==> run_1/registers.png <==
Scale bar: 20 µm. Other sequential cells in the stronger grey, the rest of the logic in the fainter grey.
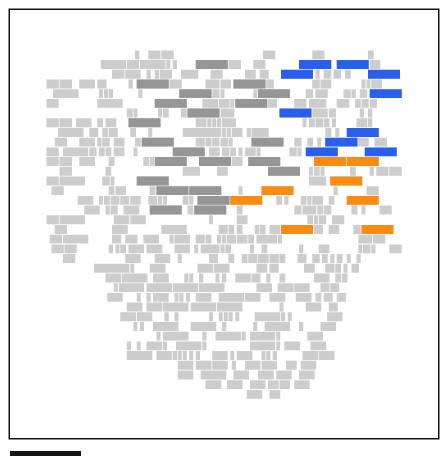
==> run_1/metal_stack.png <==
Scale bar: 20 µm.
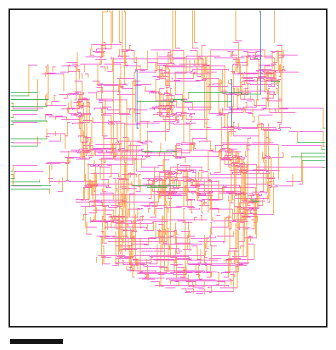
==> run_1/wire_density.png <==
Scale bar: 20 µm. The die is cut into 24 by 24 equal tiles; dark blue is low, red is high, scaled to the fullest tile. Values are wire area over tile area, all layers added.
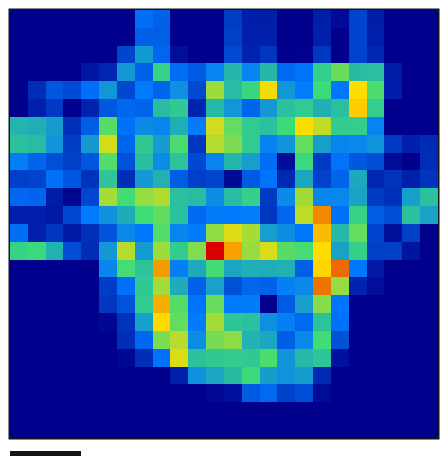
[src/rtl/op_grayscale.sv]
// RGB-to-gray pixel stage: two-stage stallable pipeline between two FWFT FIFOs with frame tracking.
// Optional build macro GRAYSCALE_WEIGHTED_EN selects the 77/150/29 luma weighting instead of the exact average.
module op_grayscale #(
    parameter int IMG_WIDTH  = 720,
    parameter int IMG_HEIGHT = 540,
    parameter int DWIDTH_IN  = 24,
    parameter int DWIDTH_OUT = 8
) (
    input  logic                  clock,
    input  logic                  reset,
    output logic                  fifo_in_rd_en,
    input  logic [DWIDTH_IN-1:0]  fifo_in_dout,
    input  logic                  fifo_in_empty,
    output logic                  fifo_out_wr_en,
    output logic [DWIDTH_OUT-1:0] fifo_out_din,
    input  logic                  fifo_out_full,
    output logic                  frame_done
);

`ifdef GRAYSCALE_WEIGHTED_EN
    localparam int SUM_W = 16;
`else
    localparam int SUM_W = 10;
`endif

    localparam int XW = $clog2(IMG_WIDTH);
    localparam int YW = $clog2(IMG_HEIGHT);
    localparam logic [XW-1:0] X_LAST = XW'(IMG_WIDTH - 1);
    localparam logic [YW-1:0] Y_LAST = YW'(IMG_HEIGHT - 1);

    logic [7:0]            r, g, b;
    logic                  advance;
    logic [SUM_W-1:0]      sum_next;
    logic [DWIDTH_OUT-1:0] gray_next;

    logic [SUM_W-1:0]      s1_sum_reg;
    logic                  s1_valid_reg;
    logic [DWIDTH_OUT-1:0] s2_gray_reg;
    logic                  s2_valid_reg;
    logic [XW-1:0]         x_reg, x_next;
    logic [YW-1:0]         y_reg, y_next;

    assign r = fifo_in_dout[23:16];
    assign g = fifo_in_dout[15:8];
    assign b = fifo_in_dout[7:0];

    // One global enable: the whole pipe moves only when S2 can hand its pixel off.
    assign advance        = !s2_valid_reg || !fifo_out_full;
    assign fifo_in_rd_en  = reset && !fifo_in_empty && advance;
    assign fifo_out_wr_en = s2_valid_reg && !fifo_out_full;
    assign fifo_out_din   = s2_gray_reg;
    assign frame_done     = fifo_out_wr_en && (x_reg == X_LAST) && (y_reg == Y_LAST);

    always_comb begin
`ifdef GRAYSCALE_WEIGHTED_EN
        sum_next  = ({8'd0, r} * 16'd77) + ({8'd0, g} * 16'd150) + ({8'd0, b} * 16'd29);
        gray_next = 8'(s1_sum_reg >> 8);
`else
        sum_next  = {2'b00, r} + {2'b00, g} + {2'b00, b};
        // 683/2048 reproduces floor(sum/3) exactly over the whole 0..765 range.
        gray_next = 8'(({10'd0, s1_sum_reg} * 20'd683) >> 11);
`endif
    end

    always_comb begin
        x_next = x_reg;
        y_next = y_reg;
        if (x_reg == X_LAST) begin
            x_next = '0;
            y_next = (y_reg == Y_LAST) ? '0 : y_reg + 1'b1;
        end else begin
            x_next = x_reg + 1'b1;
        end
    end

    always_ff @(posedge clock or negedge reset) begin
        if (!reset) begin
            s1_sum_reg   <= '0;
            s1_valid_reg <= 1'b0;
            s2_gray_reg  <= '0;
            s2_valid_reg <= 1'b0;
        end else if (advance) begin
            s1_sum_reg   <= sum_next;
            s1_valid_reg <= fifo_in_rd_en;
            s2_gray_reg  <= gray_next;
            s2_valid_reg <= s1_valid_reg;
        end
    end

    always_ff @(posedge clock or negedge reset) begin
        if (!reset) begin
            x_reg <= '0;
            y_reg <= '0;
        end else if (fifo_out_wr_en) begin
            x_reg <= x_next;
            y_reg <= y_next;
        end
    end

endmodule

[config.mk]
export PLATFORM = sky130hd
export DESIGN_NAME = op_grayscale
export DESIGN_NICKNAME = d
export VERILOG_FILES = /design/src/rtl/op_grayscale.sv
export SDC_FILE = /design/constraint.sdc
export NUM_CORES = 1
export LEC_CHECK = 0
export CORE_MARGIN = 10
export CORE_UTILIZATION = 40
export DETAILED_ROUTE_END_ITERATION = 12
export PLACE_DENSITY = 0.56
export SYNTH_ARGS = -nofsm -noshare
export SYNTH_HDL_FRONTEND = slang
export SYNTH_SLANG_ARGS = --single-unit
[constraint.sdc]
create_clock -name clock -period 9.4 [get_ports clock]
set_clock_uncertainty 0.05 [all_clocks]
set_input_delay 1.88 -clock clock [delete_from_list [all_inputs] [get_ports clock]]
set_output_delay 1.88 -clock clock [all_outputs]
set_load 0.01 [all_outputs]
==> metrics.cfg, run 1 <==
[layout]
antennaDiodeCount = 0
drive_gt1_share_pct = 4.64
fillCellCount = 975
layout_top_cell = ha_1

[timing]
hold_viol_final = 0
worst_slack_ns = 3.30
max_freq_mhz = 164

[setup_path]
cp.arrival_ns = 4.17
required_ns = 7.47
critPathSlowestCell = clkdlybuf4s50_1
critical_path.startpoint = fifo_out_full
cpLargestDelayFamily = simple AND/OR/NAND/NOR gates
critPathLaunchType = input port
reg2reg_from = s1_sum_reg[0]$_DFFE_PN0P_
worst-path-stages = 6
cp-endpoint = frame_done
cp_max_fo = 14

[yosys]
area_leaders = dfrtp_1 (25%), ha_1 (21%), fa_1 (15%)
ys_area_mm2 = 0.00400
compound_area_share_pct = 12.5
flop_cell = dfrtp_1
synth_top_area_share_pct = 25.0
syn_nets = 541
synth-adder-area-share_pct = 36.0
ys_seq_elements = 40

[cts]
cts_tree = done
cts-buffers-inserted = 5
cts_root_buf = clkbuf_8
clk_path_buf_depth = 2

[route]
drtPass1Iterations = 4
finalWirelength_um = 8010

[grt]
grt_overflow_total = 0
grt_pass1_vias = 3022

[flow_run]
warnings = 26

[die]
fp.coreArea_mm2 = 0.00977
die_w_um = 120

[outcome]
outcome = complete, no violations

[min_path]
hp-class = reg2reg

Notes on registers.png above:
- y_reg: blue (placed flops 10; where top right)
- fifo_out_din: orange (placed flops 8; where right middle)

Notes on metal_stack.png above:
- met2: orange (wire length 3720 µm)
- met4: blue (wire length 70.7 µm)
- met1: magenta (wire length 3930 µm)
- met3: green (wire length 294 µm)

Notes on wire_density.png above:
- tiles over half the peak: 11%
- densest ninth of the die: middle
- emptiest ninth of the die: bottom left
- fullest tile: 0.42
Avg WL per Cell: 13.7 µm
via count: 2892
Global Route Usage Sum: 12.0%

[run 1: through the flow]
step                instance area (µm²)  hold WS [ns]
CTS                                4610         0.426
global route                       4610         0.440
finish                             4610         0.422
global placement                   4510         0.406
detailed placement                 4510         0.409
floorplan                          4000         0.385
[run 1: area by class of cell]
class / instances / area (µm²) / area share, %
Inverter: 60 / 225 / 4.88
Timing Repair Buffer: 38 / 375 / 8.14
Multi-Input combinational cell: 307 / 2740 / 59.3
Clock inverter: 2 / 35.0 / 0.759
Tap cell: 133 / 166 / 3.61
Sequential cell: 40 / 1000 / 21.7
Clock buffer: 6 / 72.6 / 1.57
[run 1: per-layer routing]
layer	vias up	wire length, µm	track usage [%]
met4	0	70	2.49
met5	-	0	0
met3	8	293	2.30
li1	1474	-	-
met1	1363	3930	16.1
met2	47	3720	19.8
## Run 2: what changed since run 1
==> constraint.sdc (replaced) <==
create_clock -name clock -period 6.3 [get_ports clock]
set_clock_uncertainty 0.05 [all_clocks]
set_input_delay 1.26 -clock clock [delete_from_list [all_inputs] [get_ports clock]]
set_output_delay 1.26 -clock clock [all_outputs]
set_load 0.01 [all_outputs]
==> metrics.cfg, run 2 <==
[placed_design]
dpl_cell_area_mm2 = 0.00451

[layout]
comb-cell-share_pct = 59.2
drive_gt1_share_pct = 5.07
fillCellCount = 967
design_area_mm2 = 0.00463
antennaDiodeCount = 0
layout_top_cell = ha_1
buffers = 39
comb_area_mm2 = 0.00274
comb_cells = 307

[route]
met2WireLength_um = 3820
wl_per_cell_um = 13.5
met1_length_um = 3830
met3WireLength_um = 223
top_layer = met4
drtPass1Iterations = 4

[setup_path]
cp.arrival_ns = 3.47
cp_max_fo = 14
cp-endpoint = frame_done
critPathLaunchType = input port
required_ns = 4.99
cpLargestDelayFamily = simple AND/OR/NAND/NOR gates
reg2reg_from = s1_sum_reg[0]$_DFFE_PN0P_

[yosys]
area_leaders = dfrtp_1 (25%), ha_1 (21%), fa_1 (15%)
flop_cell = dfrtp_1
syn_nets = 541
ys_seq_elements = 40
synth-adder-area-share_pct = 36.0
ys_area_mm2 = 0.00400

[cts]
cts_tree = done
clk_path_buf_depth = 2
cts_root_buf = clkbuf_8

[grt]
use_met2_pct = 20.5
use_met1_pct = 14.4
grt.busiest_layer = met2
grtUsageTotal_pct = 11.4
use_met3_pct = 1.78

[outcome]
outcome = complete, no violations

[timing]
worst_slack_ns = 1.52
max_freq_mhz = 209
whs_ns = 0.413

[run 2: worst min path at each step]
stage / from / cells after the start / to
3_5_place_dp: s1_valid_reg$_DFFE_PN0P_ / 1 / s2_valid_reg$_DFFE_PN0P_
5_1_grt: s1_valid_reg$_DFFE_PN0P_ / 1 / s2_valid_reg$_DFFE_PN0P_
6_report: s1_valid_reg$_DFFE_PN0P_ / 1 / s2_valid_reg$_DFFE_PN0P_
3_3_place_gp: s1_valid_reg$_DFFE_PN0P_ / 1 / s2_valid_reg$_DFFE_PN0P_
4_1_cts: s1_valid_reg$_DFFE_PN0P_ / 1 / s2_valid_reg$_DFFE_PN0P_
2_1_floorplan: s1_valid_reg$_DFFE_PN0P_ / 1 / s2_valid_reg$_DFFE_PN0P_
==> run_2/registers.png <==
Scale bar: 20 µm. Other sequential cells in the stronger grey, the rest of the logic in the fainter grey.
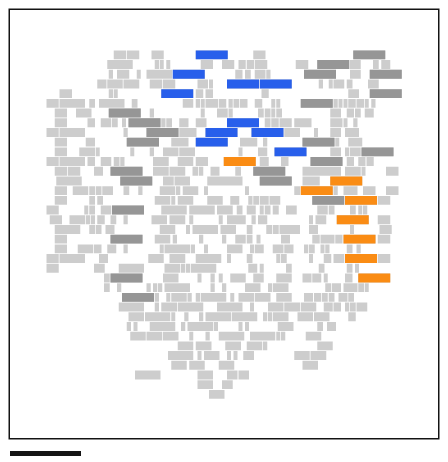
Seq area share: 21.6%
Layout Utilization: 47.4%
Flop area: 0.00100 mm²

==> run_2/wire_density.png <==
Scale bar: 20 µm. The die is cut into 24 by 24 equal tiles; dark blue is low, red is high, scaled to the fullest tile. Values are wire area over tile area, all layers added.
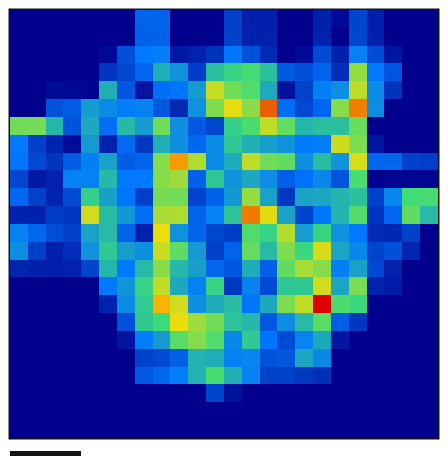
- nearly empty tiles: 36%
- tiles over half the peak: 13%
- emptiest ninth of the die: bottom left
- mean over tiles: 0.083
- densest ninth of the die: middle
- fullest tile: 0.41

==> run_2/cell_classes.png <==
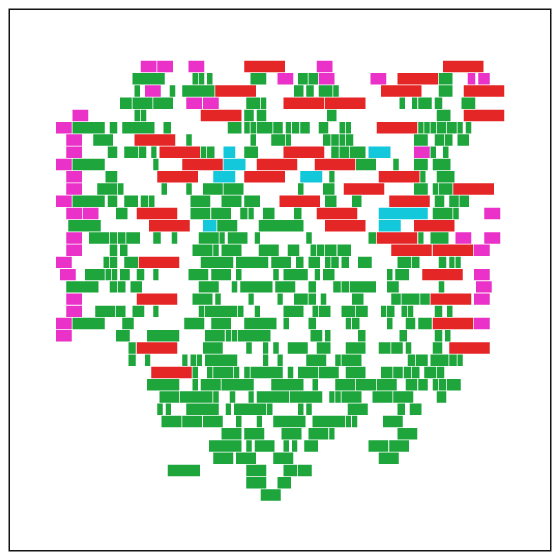
- all other logic: green (cells 367; share of their area 66%)
- clock drivers and dummy loads: cyan (cells 8; share of their area 2.6%)
- flip-flops: red (cells 40; share of their area 22%)
- other buffers and delay cells: magenta (cells 39; share of their area 8.6%)
core box area: 0.00977 mm²
Site Rows: 36

## Run 3: what changed since run 2
==> constraint.sdc (replaced) <==
create_clock -name clock -period 4.9 [get_ports clock]
set_clock_uncertainty 0.05 [all_clocks]
set_input_delay 0.98 -clock clock [delete_from_list [all_inputs] [get_ports clock]]
set_output_delay 0.98 -clock clock [all_outputs]
set_load 0.01 [all_outputs]
==> metrics.cfg, run 3 <==
[yosys]
synth_top_area_share_pct = 25.0
ys_seq_elements = 40
area_leaders = dfrtp_1 (25%), ha_1 (21%), fa_1 (15%)
ys_area_mm2 = 0.00400

[setup_path]
cp.arrival_ns = 4.70
critPathLaunchType = flip-flop
critical_path.startpoint = s1_sum_reg[0]$_DFFE_PN0P_
cp-endpoint = fifo_out_din[7]$_DFFE_PN0P_
critPathSlowestCell = fa_1
worst-path-stages = 14

[grt]
use_met3_pct = 2.25
grt.busiest_layer = met2
use_met2_pct = 19.9
use_met1_pct = 14.4
grt_pass1_vias = 3014

[cts]
clk_path_buf_depth = 2
cts_tree = done
cts-buffers-inserted = 5

[route]
wl_per_cell_um = 13.6
met3WireLength_um = 231
met1_length_um = 3830

[timing]
whs_ns = 0.428
hold_viol_final = 0

[layout]
antennaDiodeCount = 0
drive_gt1_share_pct = 5.48
layout_top_cell = ha_1
comb_area_mm2 = 0.00274
design_area_mm2 = 0.00464
regArea_mm2 = 0.00100
fillCellCount = 949

[min_path]
whs_path_depth = 1
min_from = s1_valid_reg$_DFFE_PN0P_
hold_path_end = s1_valid_reg$_DFFE_PN0P_
hp-class = reg2reg

[flow_run]
warnings = 26

[outcome]
outcome = complete, no violations

[die]
die_w_um = 120

-- run 3: cell types whose count changed in the layout (fill, tap and decap cells not counted), sizes merged --
| cell | change |
|---|---|
| inv | -1 |
| buf | +2 |
| clkinv | +1 |
-- run 3: layout make-up --
type / count / area share [%]
clock inverters: 3 / 0.917
inverters: 60 / 4.85
well taps: 133 / 3.59
flip-flops and latches: 40 / 21.6
clock buffers: 5 / 1.48
repair buffers: 41 / 8.58
multi-input cells: 307 / 59.0
-- run 3: cells by family after synthesis --
logic type	share of synthesized area, %
buffers and inverters	6.57
flip-flops	25.0
AND/OR/NAND/NOR	12.7
multiplexers	1.34
XOR/XNOR	5.91
AND-OR/OR-AND	12.5
adder cells (fa/ha/maj)	36.0
==> run_3/metal_stack.png <==
Scale bar: 20 µm.
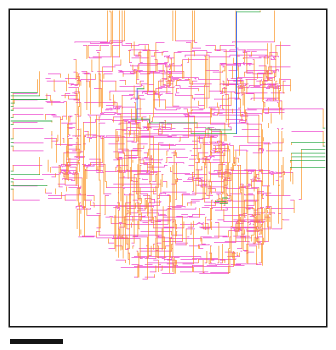
- met4: blue (wire length 57.8 µm)
- met3: green (wire length 232 µm)
- met2: orange (wire length 3880 µm)
- met1: magenta (wire length 3830 µm)
Global Route Usage Sum: 11.5%
via count: 2880
wirelength, routed: 8000 µm

==> run_3/wire_density.png <==
Scale bar: 20 µm. The die is cut into 24 by 24 equal tiles; dark blue is low, red is high, scaled to the fullest tile. Values are wire area over tile area, all layers added.
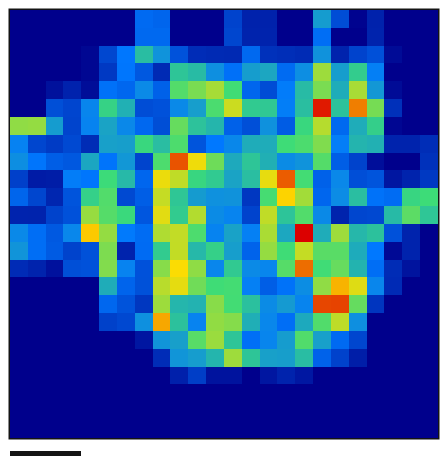
- tiles over half the peak: 16%
- emptiest ninth of the die: bottom left
- nearly empty tiles: 35%
- fullest tile: 0.39
- mean over tiles: 0.085

==> run_3/registers.png <==
Scale bar: 20 µm. Other sequential cells in the stronger grey, the rest of the logic in the fainter grey.
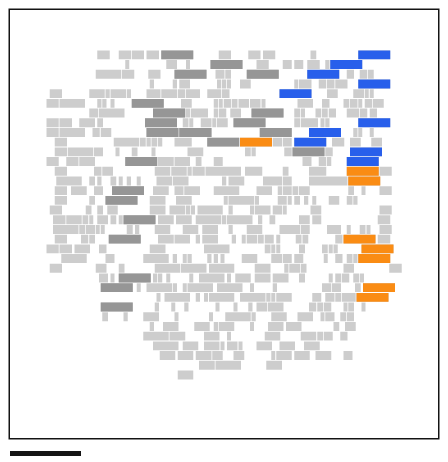
Layout Utilization: 47.5%
Seq area share: 21.6%

